==> config.mk <==
export PLATFORM = sky130hd
export DESIGN_NAME = hazard_scoreboard
export DESIGN_NICKNAME = d
export VERILOG_FILES = /design/src/rtl/hazard_scoreboard.sv
export SDC_FILE = /design/constraint.sdc
export NUM_CORES = 1
export LEC_CHECK = 0
export ABC_AREA = 1
export CELL_PAD_IN_SITES_DETAIL_PLACEMENT = 2
export CELL_PAD_IN_SITES_GLOBAL_PLACEMENT = 2
export CORE_MARGIN = 2
export CORE_UTILIZATION = 34
export DETAILED_ROUTE_END_ITERATION = 12
export GPL_TIMING_DRIVEN = 1
export HOLD_SLACK_MARGIN = 0.12
export PLACE_DENSITY_LB_ADDON = 0.1
export REMOVE_ABC_BUFFERS = 1
export SLEW_MARGIN = 20
export SYNTH_ARGS = -nofsm -noshare
export SYNTH_HDL_FRONTEND = slang
export SYNTH_SLANG_ARGS = --single-unit
export TNS_END_PERCENT = 30
==> constraint.sdc <==
create_clock -name clk -period 4.8 [get_ports clk]
set_input_delay 0.72 -clock clk [delete_from_list [all_inputs] [get_ports clk]]
set_output_delay 0.72 -clock clk [all_outputs]
set_load 0.005 [all_outputs]
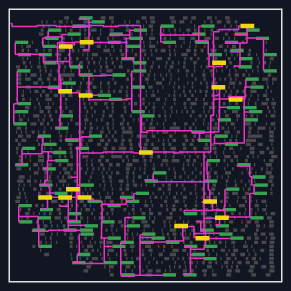
**Above:** clock network drawn from the DEF.
(1.5 px per um)
- clock-net drivers: yellow (count 17)
- flip-flops: green (count 128)
- clock wires: magenta (length 2440 um)
- routed clock nets: 18
- flops lie: all over the die
Clk network pwr share: 17.0%
Clock net power: 1380 uW

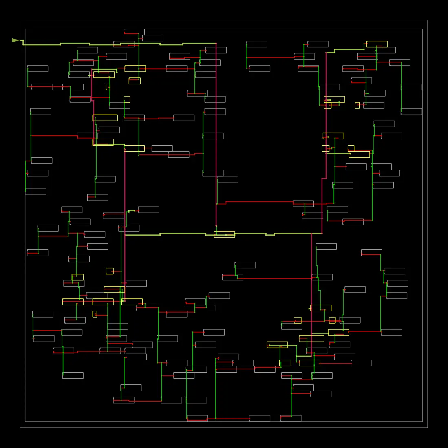
**Above:** clock routing.
number of clock buffer instances in the layout: 20
count of flip-flops and latches: 128
clock insertion delay at the later pin of the skew report: 0.46 ns

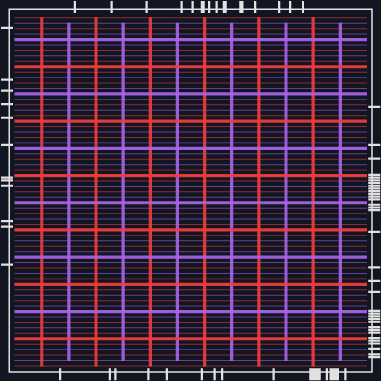
**Above:** power grid.
(2 px per um) Pins as bars on the die edge.
- VDD: purple
- VSS: red
- signal pins: 85
- rows: 64
- met4 straps: 12
die width: 181 um
vertical die dimension: 181 um
area of the core: 30700 um^2
Max VDD drop: 0.268 mV

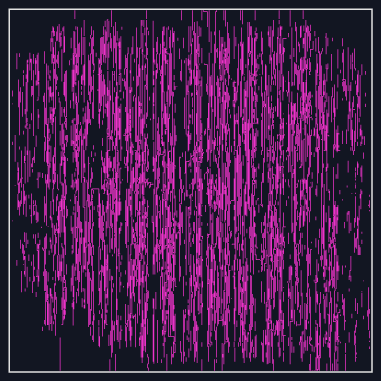
**Above:** the metal 2 layer.
(2 px per um)
- share of all routed wire: 49%
- main direction: vertical
- nets with wire on the layer: 1481
wire length reported by the detailed router: 45.4 mm
detailed-route via count: 11300
met2 capacity usage during global routing: 47.7%

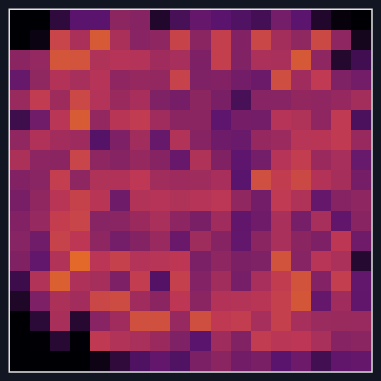
**Above:** local utilization.
(2 px per um) 18 x 18 tiles, from black (low) to pale yellow (high), 0 to 100% covered.
- nearly empty tiles: 4.0%
- mean over tiles: 38%
- emptiest ninth of the die: south-west
- fullest tile: 65%
Post-Route Utilization: 41.7%
share of the core filled by cells before placement: 34.6%

==> reports/notes.md <==
## Run status
- finished clean — run status

## Global route
- 71.3 mm — global-route wire length before repair
- 1 — antenna violations before repair
- 92 — largest net degree at the start of global routing
- 12300 — number of global-route vias before repair
- 0 — Congestion Overflow GR
- 28.0% — global-route usage over all layers

## Worst setup path
- output port — Critical Path End Type
- 4 — CP Max Fanout
- nor4_4 — cell with the largest stage delay on the worst path
- dlygate4sd2_1, buf_6, nand2_4, clkinvlp_4, buf_4, a22oi_1, a21oi_1, or2_2, nor4_4, a21oi_2, ha_1, o211ai_1, nand2_1, nand4_1, nand2_2, nor2_4, or2_1, inv_1, dlymetal6s2s_1 — list of cells traversed by the critical path
- input pin — type of element launching the critical path
- input pin to output port — worst setup path class
- 1.06 ns — setup slack, reg-to-reg
- 4.08 ns — data required time at the worst endpoint
- 16 — Worst Reg-to-Reg Cells
- 0.34 ns — delay of the slowest cell on the worst path
- 3.69 ns — data arrival at the endpoint of the critical path

## Detailed routing
- 0 — number of nets still failing antenna checks after routing
- 5.67 — via/cell ratio
- 0 — Remaining DRCs
- 588 — DRC marker count from the first detailed-route iteration
- 22.8 um — final routed wire length divided by cell count
- 5 — first-pass iteration count of the detailed router

## Synthesis
- 100% — FFs w/ async S/R, synth
- 30.2% — register area share after synthesis
- 0 — count of library flops with an enable pin
- 10600 um^2 — chip area in the Yosys report
- 30.2% — proportion of netlist area held by the largest area contributor
- dfrtp_1 (30%), nand2_1 (13%), ha_1 (8.1%), nand4_1 (6.9%), inv_1 (5.4%) — Synth area leaders
- 1493 — synthesized instance count
- 7.11 um^2 — mean area per synthesized cell
- 0 — warnings from Yosys
- 128 — flip-flop and latch count after synthesis
- dfrtp_1 — dominant register cell
- 40 — number of library cell types mapped by synthesis
- dfrtp_1 — library cell with the largest summed area after synthesis
- 10600 um^2 — Cell Area, Synth
- 1493 — yosys cell count

## Job
- 57 — total tool warning count
- 0 — number of maximum-capacitance violations

## Clock network
- 0 — CTS Hold Buffers Added
- 128 — total clock sinks
- 4 — H-tree level count
- 0.06 ns — clock input transition at the sequential cells of the worst setup and hold paths
- clkbuf_16 — Clock Tree Root
- 2 — number of buffers between clock root and the deepest sink
- 17 — CTS buffer count
- done — CTS tree

## Finish
- 3630 — fill cell count
- nand2_1 — most instantiated logic cell after routing
- 12800 um^2 — post-route cell area
- 3200 um^2 — storage element area
- 6610 um^2 — combinational gate area
- 128 — max reg flops
- 8.27% — proportion of layout cells with a drive suffix above 1
- 1700 — number of nets in the final layout
- 20.5% — area delta synth->final
- nand2_1 (375), inv_1 (149), dfrtp_1 (128) — highest-count cells in the layout ignoring fill and taps

## Worst hold path
- input pin to asynchronous set/reset pin — class of the tightest hold or removal check

## Power
- 632 nW/um^2 — power density over the cells
- 0.00613 uW — Leakage

## Final timing
- 0 — final setup violation count
- 0 ns — setup TNS after final layout
- false — RSZ-0062 raised after global routing
- 0 — hold violation count in the final report
- 91.9% — period utilisation layout
- 0 — Final Max-Slew Violation Tally
- 4.41 ns — final worst path period need
- 1.01 ns — worst-margin pin slew
- 0.227 GHz — fmax
- 0.0101 ns — Setup Skew
- 32.4% — Slew Limit Headroom
- 0.387 ns — slack of the critical path

## Floorplan
- 64 — standard-cell rows
- 32600 um^2 — total die size
- 85 — ports placed on the boundary

## Place
- 0.919 — RD Place Congestion
- -0.402 ns — setup slack after placement
- 12000 um^2 — Post-DP Area
- 84 — count of input and output buffers
- 32.4 mm — sum of net half-perimeters after detailed placement

## layout make-up
cell class / count / share of cell area (%)
diodes: 1 / 0.0196
well taps: 396 / 3.88
inverters: 163 / 4.84
repair buffers: 132 / 9.82
flip-flops and latches: 128 / 25.1
multi-input cells: 1141 / 51.7
clock buffers: 20 / 3.65
clock inverters: 12 / 1.04
## synth_stat cells (37+ instances only)
master,count
dfrtp_1,128
ha_1,69
inv_1,153
nand2_1,379
nand3_1,93
nand4_1,117
nor2_1,93
nor3_1,37
o21ai_0,73
o22ai_1,40
xnor2_1,39
xor2_1,49
## critical path: cells and delay by family
family | cells | cell delay [ns]
buffers and inverters | 6 | 0.92
and+or+nand+nor | 8 | 1.30
adders and majority gates | 1 | 0.33
AOI/OAI and AO/OA | 4 | 0.39
## power breakdown
part | internal [uW] | leakage, uW | switching [uW]
sequential | 1660 | 0.00154 | 654
combinational | 1730 | 0.00430 | 2670
clock | 807 | 0.000289 | 570
total | 4190 | 0.00613 | 3890
## timing repair
| action | 4_1_cts | 5_1_grt |
|---|---|---|
| buffers inserted | 7 | 1 |
| gates resized | 20 | 9 |
| pin swaps | 5 | 5 |
| hold endpoints to repair | 0 | 0 |
| endpoints found under the setup margin | 1 | 1 |
## metrics by stage
step | std cells | hold slack [ns] | total power [uW]
2_1_floorplan | 1432 | 0.424 | 5090
3_3_place_gp | 1952 | 0.534 | 6370
3_5_place_dp | 1952 | 0.569 | 6630
4_1_cts | 1991 | 0.415 | 8130
5_1_grt | 1992 | 0.418 | 8860
6_report | 1993 | 0.346 | 8080
## cell families after synthesis
group                    Yosys count  share of synthesized area (%)
AND/OR/NAND/NOR                  775                           33.7
buffers and inverters            224                           8.75
AND-OR/OR-AND                    208                           11.9
flip-flops                       128                           30.2
XOR/XNOR                          88                           7.26
adder cells (fa/ha/maj)           69                           8.13
other                              1                         0.0353
## per-layer routing
metal,global-route usage (%),routed length (um),up-vias
li1,-,-,5240
met4,9.87,1230,2
met2,47.7,22100,252
met1,35.9,20300,5720
met3,4.51,1770,82
met5,0,13,-
No activity file was given, so power comes from the tool's default toggle rates.
